Figure 1. Cell area per tile.
Bar = 20 µm. The die is cut into 11 by 11 equal tiles; white is low, dark blue is high, 0 to 100% covered.
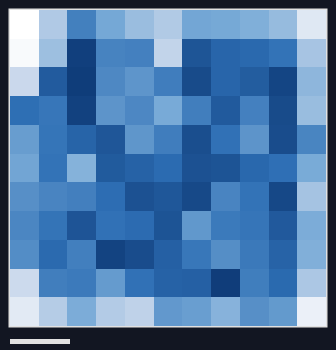
Figure 2. Port wiring.
Bar = 20 µm.
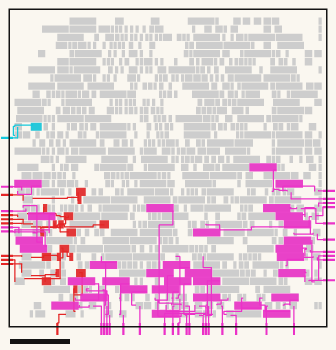
Figure 3. Placed standard cells.
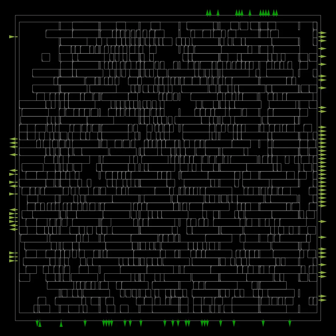
Figure 4. Where the registers sit.
Bar = 20 µm. Other sequential cells in the stronger gray, the rest of the logic in the fainter gray.
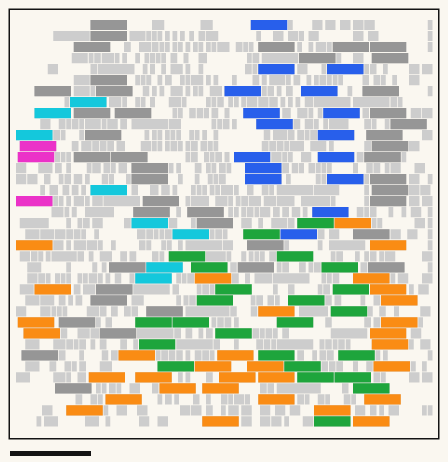
### config.mk
export PLATFORM = sky130hd
export DESIGN_NAME = imem_boot_loader_flat
export DESIGN_NICKNAME = d
export VERILOG_FILES = /design/src/rtl/imem_boot_loader_pkg.sv /design/src/rtl/imem_boot_loader_if.sv /design/src/rtl/imem_boot_loader_packer.sv /design/src/rtl/imem_boot_loader.sv /design/src/flat_wrapper.sv
export SDC_FILE = /design/constraint.sdc
export NUM_CORES = 1
export LEC_CHECK = 0
export ABC_AREA = 1
export CORE_UTILIZATION = 56
export CTS_CLUSTER_DIAMETER = 200
export DETAILED_ROUTE_END_ITERATION = 8
export PLACE_DENSITY_LB_ADDON = 0.12
export SLEW_MARGIN = 20
export SYNTH_ARGS = -nofsm -noshare
export SYNTH_HDL_FRONTEND = slang
export SYNTH_SLANG_ARGS = --single-unit
### constraint.sdc
create_clock -name clk -period 3.1 [get_ports clk]
set_input_delay 0.465 -clock clk [delete_from_list [all_inputs] [get_ports clk]]
set_output_delay 0.465 -clock clk [all_outputs]
set_load 0.1 [all_outputs]
### src/rtl/imem_boot_loader_pkg.sv
// Shared types and constants for the instruction-memory boot loader.
// Imported by the loader top and the byte packer.
package boot_pkg;

    typedef enum logic [2:0] {
        HDR_LO,
        HDR_HI,
        PAYLOAD,
        CHECK,
        DONE,
        ERROR
    } boot_state_e;

    localparam int HDR_W          = 16;
    localparam int BYTES_PER_WORD = 4;

    function automatic logic [31:0] word_addr(
        input logic [31:0]      base,
        input logic [HDR_W-1:0] idx
    );
        return base + {14'b0, idx, 2'b00};
    endfunction

endpackage

### src/rtl/imem_boot_loader_if.sv
// Byte-stream valid/ready handshake feeding the boot loader.
// The host drives the master side; the loader is the slave.
interface imem_boot_loader_if;

    logic       in_valid;
    logic [7:0] in_data;
    logic       in_ready;

    modport master (
        output in_valid,
        output in_data,
        input  in_ready
    );

    modport slave (
        input  in_valid,
        input  in_data,
        output in_ready
    );

endinterface

### src/rtl/imem_boot_loader_packer.sv
// Assembles four little-endian stream bytes into one 32-bit word.
// word_valid pulses for one cycle after the fourth byte is taken.
module boot_byte_packer
    import boot_pkg::*;
(
    input  logic        clk,
    input  logic        rst_n,
    input  logic        clear,
    input  logic        en,
    input  logic [7:0]  din,
    output logic        last,
    output logic        word_valid,
    output logic [31:0] word
);

    logic [1:0]  idx_q;
    logic [23:0] asm_q;

    assign last = (idx_q == 2'(BYTES_PER_WORD - 1));

    // word is not cleared so the memory write data holds between writes
    always_ff @(posedge clk or negedge rst_n) begin
        if (!rst_n) begin
            idx_q      <= '0;
            asm_q      <= '0;
            word_valid <= 1'b0;
            word       <= '0;
        end else begin
            word_valid <= 1'b0;
            if (clear) begin
                idx_q <= '0;
                asm_q <= '0;
            end else if (en) begin
                idx_q <= idx_q + 2'd1;
                asm_q <= {din, asm_q[23:8]};
                if (last) begin
                    word       <= {din, asm_q};
                    word_valid <= 1'b1;
                end
            end
        end
    end

endmodule

### src/rtl/imem_boot_loader.sv
// Loads a length-prefixed, XOR-checksummed byte image into instruction
// memory and holds the core in reset until the image verifies.
module imem_boot_loader
    import boot_pkg::*;
#(
    parameter int          IMEM_DEPTH = 256,
    parameter logic [31:0] BASE_ADDR  = 32'h0000_0000
) (
    input  logic             clk,
    input  logic             rst_n,
    imem_boot_loader_if.slave src,
    input  logic             reload,
    output logic             imem_we,
    output logic [31:0]      imem_addr,
    output logic [31:0]      imem_wdata,
    output logic             core_rst_n,
    output logic             done,
    output logic             error,
    output logic [15:0]      words_loaded
);

    boot_state_e      state_q, state_d;
    logic [7:0]       n_lo_q;
    logic [HDR_W-1:0] n_q;
    logic [HDR_W-1:0] n_full;
    logic [7:0]       acc_q;
    logic [HDR_W-1:0] wl_q;
    logic [31:0]      addr_q;
    logic             ready;
    logic             accept;
    logic             pk_last;
    logic             pk_valid;
    logic [31:0]      pk_word;

    assign accept = src.in_valid & ready;
    assign n_full = {src.in_data, n_lo_q};

    boot_byte_packer u_packer (
        .clk        (clk),
        .rst_n      (rst_n),
        .clear      (reload),
        .en         (accept && state_q == PAYLOAD),
        .din        (src.in_data),
        .last       (pk_last),
        .word_valid (pk_valid),
        .word       (pk_word)
    );

    always_ff @(posedge clk or negedge rst_n) begin
        if (!rst_n) state_q <= HDR_LO;
        else        state_q <= state_d;
    end

    always_comb begin
        state_d = state_q;
        if (reload) begin
            state_d = HDR_LO;
        end else if (accept) begin
            unique case (state_q)
                HDR_LO:  state_d = HDR_HI;
                HDR_HI: begin
                    if ({16'b0, n_full} > 32'(IMEM_DEPTH))
                        state_d = ERROR;
                    else if (n_full == '0)
                        state_d = CHECK;
                    else
                        state_d = PAYLOAD;
                end
                PAYLOAD: begin
                    if (pk_last && wl_q == n_q - 16'd1)
                        state_d = CHECK;
                end
                CHECK: begin
                    state_d = (src.in_data == acc_q) ? DONE : ERROR;
                end
                default: state_d = state_q;
            endcase
        end
    end

    always_comb begin
        ready      = 1'b0;
        done       = 1'b0;
        error      = 1'b0;
        core_rst_n = 1'b0;
        unique case (1'b1)
            state_q == DONE: begin
                done       = 1'b1;
                core_rst_n = 1'b1;
            end
            state_q == ERROR: error = 1'b1;
            default: ready = ~reload;
        endcase
    end

    // the word counter advances on the accepting edge, so it reads
    // the new count during the one-cycle write pulse
    always_ff @(posedge clk or negedge rst_n) begin
        if (!rst_n) begin
            n_lo_q <= '0;
            n_q    <= '0;
            acc_q  <= '0;
            wl_q   <= '0;
            addr_q <= '0;
        end else if (reload) begin
            n_lo_q <= '0;
            n_q    <= '0;
            acc_q  <= '0;
            wl_q   <= '0;
        end else if (accept) begin
            if (state_q != CHECK)
                acc_q <= acc_q ^ src.in_data;
            if (state_q == HDR_LO)
                n_lo_q <= src.in_data;
            if (state_q == HDR_HI)
                n_q <= n_full;
            if (state_q == PAYLOAD && pk_last) begin
                addr_q <= word_addr(BASE_ADDR, wl_q);
                wl_q   <= wl_q + 16'd1;
            end
        end
    end

    assign src.in_ready  = ready;
    assign imem_we       = pk_valid;
    assign imem_addr     = addr_q;
    assign imem_wdata    = pk_word;
    assign words_loaded  = wl_q;

endmodule
### src/flat_wrapper.sv
// flat-port wrapper written by rule: the top's interface ports become plain ports
module imem_boot_loader_flat import boot_pkg::*;
#(
    parameter int          IMEM_DEPTH = 256,
    parameter logic [31:0] BASE_ADDR  = 32'h0000_0000
)
  (clk, rst_n, reload, imem_we, imem_addr, imem_wdata, core_rst_n, done, error, words_loaded, src_in_valid, src_in_data, src_in_ready);
  imem_boot_loader_if src_i ();
  input  logic clk;
  input  logic rst_n;
  input  logic reload;
  output logic imem_we;
  output logic [31:0] imem_addr;
  output logic [31:0] imem_wdata;
  output logic core_rst_n;
  output logic done;
  output logic error;
  output logic [15:0] words_loaded;
  input wire logic [$bits(src_i.in_valid)-1:0] src_in_valid;
  input wire logic [$bits(src_i.in_data)-1:0] src_in_data;
  output wire logic [$bits(src_i.in_ready)-1:0] src_in_ready;
  assign src_i.in_valid = src_in_valid;
  assign src_i.in_data = src_in_data;
  assign src_in_ready = src_i.in_ready;
  imem_boot_loader #(.IMEM_DEPTH(IMEM_DEPTH), .BASE_ADDR(BASE_ADDR)) u_core (.clk(clk), .rst_n(rst_n), .src(src_i), .reload(reload), .imem_we(imem_we), .imem_addr(imem_addr), .imem_wdata(imem_wdata), .core_rst_n(core_rst_n), .done(done), .error(error), .words_loaded(words_loaded));
endmodule
==> impl_metrics.toml <==
# flow metrics
[critical_path]
cp_slowest_stage_delay_ps = 370
path_depth = 15
crit_end = "u_core.state_q[0]$_DFFE_PN0P_"
r2r_start = "u_core.n_q[0]$_DFFE_PN0P_"
crit_family = "simple AND/OR/NAND/NOR gates"

[floorplan]
die_w_um = 105.7
chip_area_um2 = 11170

[detailed_routing]
wl_um = 13890
first_iter_violations = 356
first_pass_iters = 5

[synthesis]
syn-instance-count = 717
syn_avg_cell_area_um2 = 8.399
logic_family = "simple AND/OR/NAND/NOR gates"
ys_cells = 717
yosys.area_share.simple_pct = 21.69

[finish]
num-nonclk-inverters = 102
design_area_um2 = 7312
logic_area_um2 = 2320
final-clk-cell-share_pct = 7.615

[placement]
dp.cells = 915

[clocking]
cts_made_buffers = 17

[power]
clkPwrFrac_pct = 46.3
p_sw_mw = 1.048
leakagePower_nw = 3.689

[grt]
met2_usage_pct = 41.41
grt_pass1_wl_um = 22810

[job]
tool_warnings = 26

[outcome]
outcome = "finished clean"
## Picture notes: Figure 1
nearly empty tiles: 0.80%
tiles over 75% full: 34%
fullest tile: 95%
mean over tiles: 64%
Final Util: 70.51%
Core Region: 10370 µm²

## Picture notes: Figure 2
[magenta] `imem_wdata` | direction: output | end cells: 32 | buffers: 32 | wire: 710 µm
[cyan] `done` | direction: output | end cells: 1 | buffers: 1 | wire: 16.3 µm
[red] `src_in_data` | direction: input | end cells: 17 | buffers: 8 | wire: 196 µm
# port buffers: 80
IO Pins: 97

## Picture notes: Figure 3
Layout fillers: 834
flip-flops: 126
Tapcells: 136
final instance count without filler cells: 948
std cell rows: 37

## Picture notes: Figure 4
[magenta] `u_core.state_q` | sequential cells: 3
[blue] `u_core.words_loaded` | sequential cells: 16
[green] `u_core.u_packer.asm_q` | sequential cells: 24
[orange] `u_core.u_packer.word` | sequential cells: 32
[cyan] `u_core.n_lo_q` | sequential cells: 8
not colored: 43
sequential power: 1.71 mW
Seq/total area: 43.12%
Reg area: 3153 µm²

## layout by cell type, fill, tap and decap left out, types with 2 or more instances in the layout
cell and count:
nor2_8 2, nand3_1 56, nor2_4 2, clkinvlp_4 4, nand3_4 2, inv_1 99, ha_1 3, clkdlybuf4s50_1 10
clkbuf_1 4, o22ai_1 5, nand4_1 6, conb_1 16, o21ai_0 100, dfrtp_1 126, nand2_2 3, xnor2_1 7
nor2_1 50, xor2_1 17, bufinv_16 2, o31ai_1 3, inv_2 2, nor4_1 2, mux2_2 5, clkbuf_16 16
nor3_2 2, nor3_1 9, clkbuf_8 2, buf_12 2, o21ai_1 2, buf_4 77, clkinv_2 4, a211oi_1 2
a21oi_1 8, nand2_1 152
## metal layers
layer	vias up	routed length [µm]
met2	179	6444
met3	25	789
li1	2424	-
met5	-	0
met4	0	380
met1	2372	6277
Power is estimated from default activity; no workload was simulated.
